### Floorplan with the power grid, run 1

Scale bar: 100 µm. Pins as bars on the die edge.
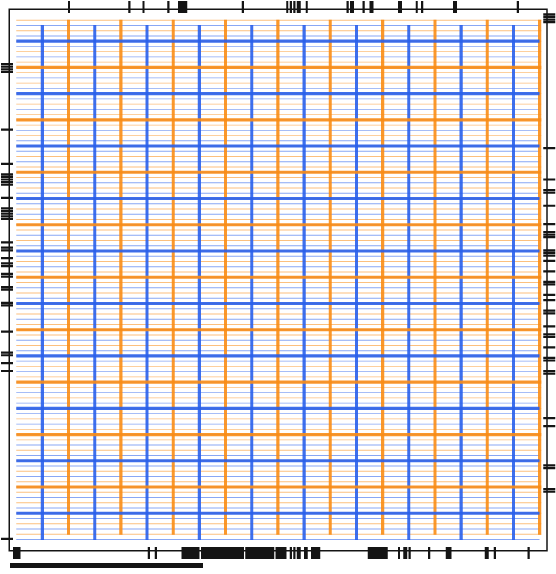
### Cells coloured by class, run 1

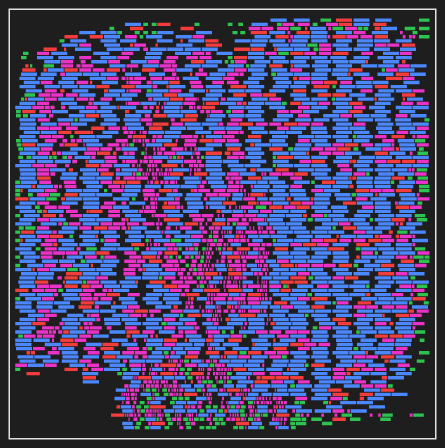
### Routed clock nets over the placement, run 1

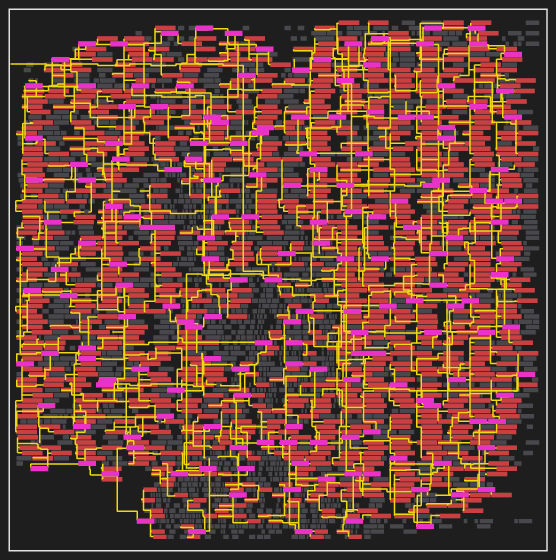
===== src/rtl/branch_target_buffer.sv =====
// Direct-mapped branch target buffer with 2-bit saturating direction counters,
// combinational fetch-stage lookup and execute-stage update, plus branch/mispredict counters.
module branch_target_buffer #(
  parameter int unsigned IDX_W = 4
) (
  input  logic        clk,
  input  logic        rst,
  input  logic [31:0] PCF,
  output logic        PredTakenF,
  output logic [31:0] PredTargetF,
  input  logic        UpdValidE,
  input  logic [31:0] UpdPCE,
  input  logic        UpdTakenE,
  input  logic [31:0] UpdTargetE,
  input  logic        UpdMispredE,
  output logic [31:0] BrCount,
  output logic [31:0] MispredCount
);

  localparam int unsigned ENTRIES = 1 << IDX_W;
  localparam int unsigned TAG_W   = 30 - IDX_W;

  typedef enum logic [1:0] {
    SNT = 2'b00,
    WNT = 2'b01,
    WT  = 2'b10,
    ST  = 2'b11
  } ctr_e;

  logic [ENTRIES-1:0] valid_q, valid_d;
  logic [TAG_W-1:0]   tag_q    [ENTRIES];
  logic [TAG_W-1:0]   tag_d    [ENTRIES];
  logic [31:0]        target_q [ENTRIES];
  logic [31:0]        target_d [ENTRIES];
  ctr_e               ctr_q    [ENTRIES];
  ctr_e               ctr_d    [ENTRIES];
  logic [31:0]        br_count_q, br_count_d;
  logic [31:0]        mis_count_q, mis_count_d;

  logic [IDX_W-1:0] f_idx, u_idx;
  logic [TAG_W-1:0] f_tag, u_tag;
  logic             f_hit, u_hit;
  logic             unused_pc_bits;

  assign unused_pc_bits = ^{PCF[1:0], UpdPCE[1:0]};

  function automatic ctr_e sat_inc(input ctr_e c);
    case (c)
      SNT:     sat_inc = WNT;
      WNT:     sat_inc = WT;
      default: sat_inc = ST;
    endcase
  endfunction

  function automatic ctr_e sat_dec(input ctr_e c);
    case (c)
      ST:      sat_dec = WT;
      WT:      sat_dec = WNT;
      default: sat_dec = SNT;
    endcase
  endfunction

  // Fetch-side lookup reads the registered table, so a same-cycle update is not visible yet.
  always_comb begin
    f_idx       = PCF[IDX_W+1:2];
    f_tag       = PCF[31:IDX_W+2];
    f_hit       = valid_q[f_idx] && (tag_q[f_idx] == f_tag);
    PredTakenF  = f_hit && ctr_q[f_idx][1];
    PredTargetF = f_hit ? target_q[f_idx] : '0;
  end

  always_comb begin
    u_idx       = UpdPCE[IDX_W+1:2];
    u_tag       = UpdPCE[31:IDX_W+2];
    u_hit       = valid_q[u_idx] && (tag_q[u_idx] == u_tag);
    valid_d     = valid_q;
    tag_d       = tag_q;
    target_d    = target_q;
    ctr_d       = ctr_q;
    br_count_d  = br_count_q;
    mis_count_d = mis_count_q;
    if (UpdValidE) begin
      br_count_d = br_count_q + 32'd1;
      if (UpdMispredE) begin
        mis_count_d = mis_count_q + 32'd1;
      end
      if (u_hit) begin
        if (UpdTakenE) begin
          ctr_d[u_idx]    = sat_inc(ctr_q[u_idx]);
          target_d[u_idx] = UpdTargetE;
        end else begin
          ctr_d[u_idx] = sat_dec(ctr_q[u_idx]);
        end
      end else if (UpdTakenE) begin
        valid_d[u_idx]  = 1'b1;
        tag_d[u_idx]    = u_tag;
        target_d[u_idx] = UpdTargetE;
        ctr_d[u_idx]    = WT;
      end
    end
  end

  always_ff @(posedge clk) begin
    if (rst) begin
      valid_q     <= '0;
      ctr_q       <= '{default: SNT};
      br_count_q  <= '0;
      mis_count_q <= '0;
    end else begin
      valid_q     <= valid_d;
      ctr_q       <= ctr_d;
      br_count_q  <= br_count_d;
      mis_count_q <= mis_count_d;
    end
  end

  // Tag and target are meaningless while valid is clear, so they carry no reset.
  always_ff @(posedge clk) begin
    tag_q    <= tag_d;
    target_q <= target_d;
  end

  assign BrCount      = br_count_q;
  assign MispredCount = mis_count_q;

endmodule


===== config.mk =====
export PLATFORM = sky130hd
export DESIGN_NAME = branch_target_buffer
export DESIGN_NICKNAME = d
export VERILOG_FILES = /design/src/rtl/branch_target_buffer.sv
export SDC_FILE = /design/constraint.sdc
export NUM_CORES = 1
export LEC_CHECK = 0
export CORE_AREA = 3 3 275 277
export CTS_CLUSTER_DIAMETER = 30
export CTS_CLUSTER_SIZE = 14
export DETAILED_ROUTE_END_ITERATION = 7
export DIE_AREA = 0 0 278 280
export HOLD_SLACK_MARGIN = 0.02
export PLACE_DENSITY = 0.79
export REMOVE_ABC_BUFFERS = 1
export SLEW_MARGIN = 10
export SYNTH_ARGS = -nofsm -noshare
export SYNTH_HDL_FRONTEND = slang
export SYNTH_SLANG_ARGS = --single-unit

===== constraint.sdc =====
create_clock -name clk -period 7.1 [get_ports clk]
set_input_delay 1.42 -clock clk [delete_from_list [all_inputs] [get_ports clk]]
set_output_delay 1.42 -clock clk [all_outputs]
set_load 0.05 [all_outputs]

==> out/qor.yml, run 1 <==
floorplanning:
  chipArea_um2: 77800
  fp_util_pct: 61.1
  die_h_um: 280
  io-pin-count: 198
  fp.dieW_um: 278
yosys:
  synthFlopType: "edfxtp_1"
  synthAdderAreaFrac_pct: 0.0785
  ys_top_logic_family: "multiplexers"
  syn_area_um2: 44600
  ys.flops: 1040
  synthArstFlopShare_pct: 0
  compound_area_share_pct: 2.29
  ys_types: 67
  syn_inst: 2333
  ys_sh_xor_pct: 2.16
  ys_cells: 2333
  ys.warnings.count: 0
  ys_area_um2: 44600
  mux_share_pct: 22.0
  edf_count: 928
  ys_seq_share_pct: 67.5
layout:
  fill_cells: 3922
  seq_area_um2: 30100
  inv_count: 23
  mostFrequentLayoutCell: "edfxtp_1"
  buf_share_pct: 5.33
  nNonClkBuffers: 262
  seq_cell_count: 1040
  mostFrequentLayoutCells: "edfxtp_1, mux4_2, clkbuf_16, clkdlybuf4s50_1, nor2_1"
  combGateArea_um2: 14000
  diodes: 4
  clkbuf_count: 191
  largestClassByArea: "sequential cells"
  areaGrowthSynthToFinish_pct: 22.1
sta:
  fin_setup_tns_ns: 0
  period_used_pct: 93.9
  report.final.slew_viol_count: 0
  finalHoldViolCount: 0
  period_needed_ns: 6.67
clock_network:
  h-tree-depth: 4
  cts-resized-gates: 0
  clkSlewWorstSetupHoldPaths_ns: 0.06
  cts_buffers: 174
  clockBufferDepth: 3
  cts_root_buf: "clkbuf_16"
  tritoncts: "yes"
  postCtsHoldBufs: 0
  cts_post_setup_buffers_inserted: 0
  clkSinkCount: 1040
worst_setup_path:
  crit_path_start_kind: "input port"
  crit_type: "in2out"
  crit_fanout: 35
  critPathCaptureType: "primary output"
  cp_slowest_cell: "mux4_2"
  required_ns: 5.68
  path_buffers: 4
  cp_data_arrival_time_ns: 5.25
place:
  placed_area_um2: 48300
  dpl.hpwl_um: 64200
  portBuffers: 193
  place.gp.congestion: 0.886
  pre_cts_ws_ns: 0.462
global_routing:
  gr-total-overflow: 0
  grtUsageTotal_pct: 31.3
  grt_pass1_vias: 27200
  antenna_found_initial: 4
status:
  status: "finished clean"
power:
  power.leakage_nw: 17.7
  power.total_mw: 16.4
  power_density_nw_per_um2: 301
  irDropWorstVdd_uv: 235
  p_sw_share_pct: 22.5
  p_comb_mw: 0.879
  power_leader: "clock"
  p_clk_share_pct: 53.3
  p_seq_mw: 6.77
  power_switching_mw: 3.69
  p_int_mw: 12.7
  combPwrFrac_pct: 5.4
  p_clk_mw: 8.75
hold_path:
  min_path_type: "reg2reg"
run:
  max_cap_violations: 0
  warnings: 36
route:
  maxUsedRoutingLayer: "met4"
  first_pass_iters: 6
  drcViolationCount: 0
  wl_per_cell_um: 31.8
  via_per_inst: 6.90
  postRouteAntennaNets: 0
  met1_length_um: 41900
## Picture notes: 'Floorplan with the power grid'
- blue: VSS
- orange: VDD
- signal pins: 198
- met4 straps: 20
- met1 rails: 100

## Picture notes: 'Cells coloured by class'
- blue: sequential cells (cells 1,040; share of their area 56%)
- red: clock drivers and dummy loads (cells 328; share of their area 12%)
- magenta: remaining logic cells (cells 1,154; share of their area 26%)
- green: remaining buffers and delay cells (cells 262; share of their area 5.5%)
Final Util: 74.6%
Core Rows: 99
flop share of the area: 55.2%
core box area: 73,100 µm²

## Picture notes: 'Routed clock nets over the placement'
- red: flip-flops (count 1,040)
- magenta: clock-net drivers (count 174)
- yellow: clock wires (length 13,100 µm)
- flops lie: all over the die

[run 1: per-stage QoR]
step	hold WS, ns	instances	utilization, %
2_1_floorplan	0.427	2194	-
3_3_place_gp	0.442	3415	66.1
3_5_place_dp	0.451	3415	66.1
4_1_cts	0.467	3743	74.6
5_1_grt	0.481	3744	74.6
6_report	0.468	3747	74.6
[run 1: per-layer routing]
metal	global-route usage (%)	vias up
li1	-	10300
met2	53.1	1694
met5	0	-
met1	39.6	13500
met4	13.7	0
met3	6.70	353
[run 1: path summary, 6_finish.rpt]
path | cells after the start | endpoint | start | slack [ns]
worst max-delay path | 13 | PredTargetF[13] | PCF[2] | 0.43
worst min-delay path | 1 | ctr_q[28] | ctr_q[28] | 0.47
worst max register to register | 10 | tag_q[331] | tag_q[209] | 2.49
worst min register to register | 1 | ctr_q[28] | ctr_q[28] | 0.47
[run 1: sequential cells by signal (all words and copies together), names as in the netlist]
signal        count
MispredCount     32
tag_q           416
target_q        512
ctr_q            32
BrCount          32
valid_q          16
[run 1: logic make-up after synthesis]
logic type | count (synthesis)
DFF | 1040
adders and majority gates | 3
muxes | 470
AOI/OAI and AO/OA | 150
xor gates and xnor gates | 109
buffers and inverters | 162
and+or+nand+nor | 399
[run 1: cell usage after synthesis, types with 25 or more instances]
cell type  count  area [µm²]
a21oi_1       32         160
buf_1         25        93.8
clkbuf_1      69         259
dfxtp_1      112        2240
edfxtp_1     928       27900
mux2i_1       56         561
mux4_2       409        9210
nand2_1       77         289
nand3_1       28         140
nand4_1       27         169
nor2_1       147         552
nor2b_1       42         263
xnor2_1       55         482
xor2_1        53         464
==> run 2: changes to the inputs <==
TNS_END_PERCENT = 100   (was not set)
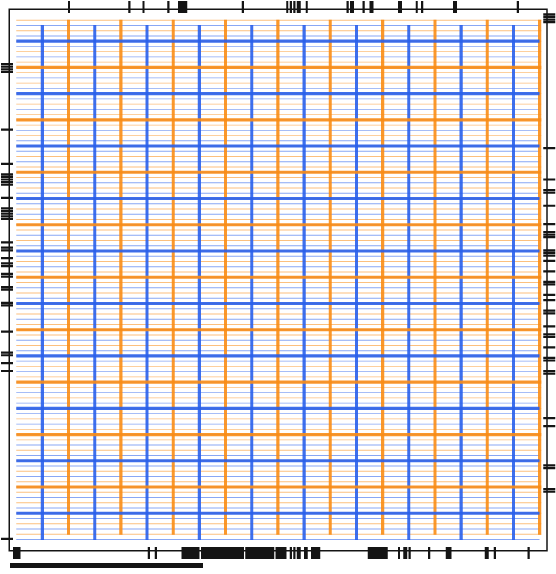
*Floorplan with the power grid, run 2*
Scale bar: 100 µm. Pins as bars on the die edge.
- orange: VDD
- blue: VSS
- rows: 99
- met1 rails: 100
- met5 straps: 19
- met4 straps: 20
- signal pins: 198
Peak VDD IR: 235 µV
die x size: 278 µm
Die Span Y: 280 µm

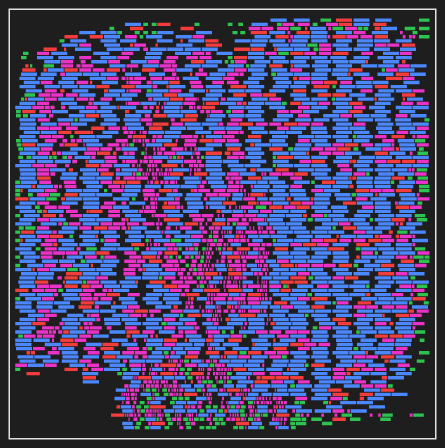
*Cells coloured by class, run 2*
- green: remaining buffers and delay cells (cells 262; share of their area 5.5%)
- magenta: remaining logic cells (cells 1,154; share of their area 26%)
- blue: sequential cells (cells 1,040; share of their area 56%)
- red: clock drivers and dummy loads (cells 328; share of their area 12%)

==> out/qor.yml, run 2 <==
yosys:
  syn_inst: 2333  # unchanged
  synth_top_area_share_pct: 62.4  # unchanged
  ys_cells: 2333  # unchanged
  netlist_top_cells_area: "edfxtp_1, mux4_2, dfxtp_1"
  ys_seq_share_pct: 67.5  # unchanged
  ys_types: 67  # unchanged
layout:
  reg.largest.list: "target_q: 512 flops, tag_q: 416 flops"
  fill_cells: 3922  # unchanged
  fin_util_pct: 74.6  # unchanged
worst_setup_path:
  critPathCaptureType: "primary output"
  cp_data_arrival_time_ns: 5.25  # about the same
  crit_type: "in2out"
  cp_slowest_cell: "mux4_2"
sta:
  fin_setup_tns_ns: 0  # unchanged
  finalHoldViolCount: 0  # unchanged
clock_network:
  cts-resized-gates: 0  # unchanged
  cts_root_buf: "clkbuf_16"
  clkSlewWorstSetupHoldPaths_ns: 0.06  # about the same
  clockBufferDepth: 3  # unchanged
  postCtsHoldBufs: 0  # unchanged
  clkSinkCount: 1040  # unchanged
power:
  power.leakage_nw: 17.7  # unchanged
  power.total_mw: 16.4  # unchanged
  power_density_nw_per_um2: 301  # unchanged
floorplanning:
  num_rows: 99  # unchanged
  fp_util_pct: 61.1  # unchanged
  coreArea_um2: 73100  # unchanged
global_routing:
  gr-total-overflow: 0  # unchanged
  grtUsageTotal_pct: 31.3  # unchanged
  grt_pass1_vias: 27200  # unchanged
place:
  pre_cts_ws_ns: 0.462  # unchanged
  place.gp.congestion: 0.886  # unchanged
  place_inst: 3415  # unchanged
  dpl.hpwl_um: 64200  # unchanged
status:
  status: "finished clean"
hold_path:
  min_path_type: "reg2reg"
run:
  max_cap_violations: 0  # unchanged
[run 2: cell counts in the layout (fill, tap and decap cells not counted)]
No cell type changed its count.
[run 2: kinds of logic (layout without fill, tap and decap cells)]
family | Yosys count | count (layout) | share of synthesized area, %
AND-OR/OR-AND | 150 | 150 | 2.29
XOR/XNOR | 109 | 109 | 2.16
adder cells (fa/ha/maj) | 3 | 3 | 0.0785
buffers and inverters | 162 | 613 | 1.72
flip-flops | 1040 | 1040 | 67.5
multiplexers | 470 | 470 | 22.0
other | 0 | 4 | 0
AND/OR/NAND/NOR | 399 | 399 | 4.28
[run 2: path summary, 6_finish.rpt]
kind | start | to | slack [ns] | cells past startpoint
max | PCF[2] | PredTargetF[13] | 0.43 | 13
min | ctr_q[28] | ctr_q[28] | 0.47 | 1
max reg2reg | tag_q[209] | tag_q[331] | 2.49 | 10
min reg2reg | ctr_q[28] | ctr_q[28] | 0.47 | 1
[run 2: layer usage]
metal | global-route usage [%] | routed length, µm
met4 | 13.7 | 4960
met3 | 6.70 | 10700
met1 | 39.6 | 41900
met5 | 0 | 0
met2 | 53.1 | 61700
[run 2: final cells by class]
| cell class | instances | area share [%] |
|---|---|---|
| Timing Repair Buffer | 262 | 5.33 |
| Tap cell | 959 | 2.20 |
| Clock inverter | 137 | 3.11 |
| Antenna cell | 4 | 0.0184 |
| Clock buffer | 191 | 8.28 |
| Multi-Input combinational cell | 1131 | 25.7 |
| Inverter | 23 | 0.158 |
| Sequential cell | 1040 | 55.2 |
[run 2: power breakdown]
| part | internal [mW] | switching [mW] |
|---|---|---|
| clock network | 5.57 | 3.17 |
| logic | 0.394 | 0.485 |
| registers | 6.74 | 0.0316 |
Power is estimated from default activity; no workload was simulated.
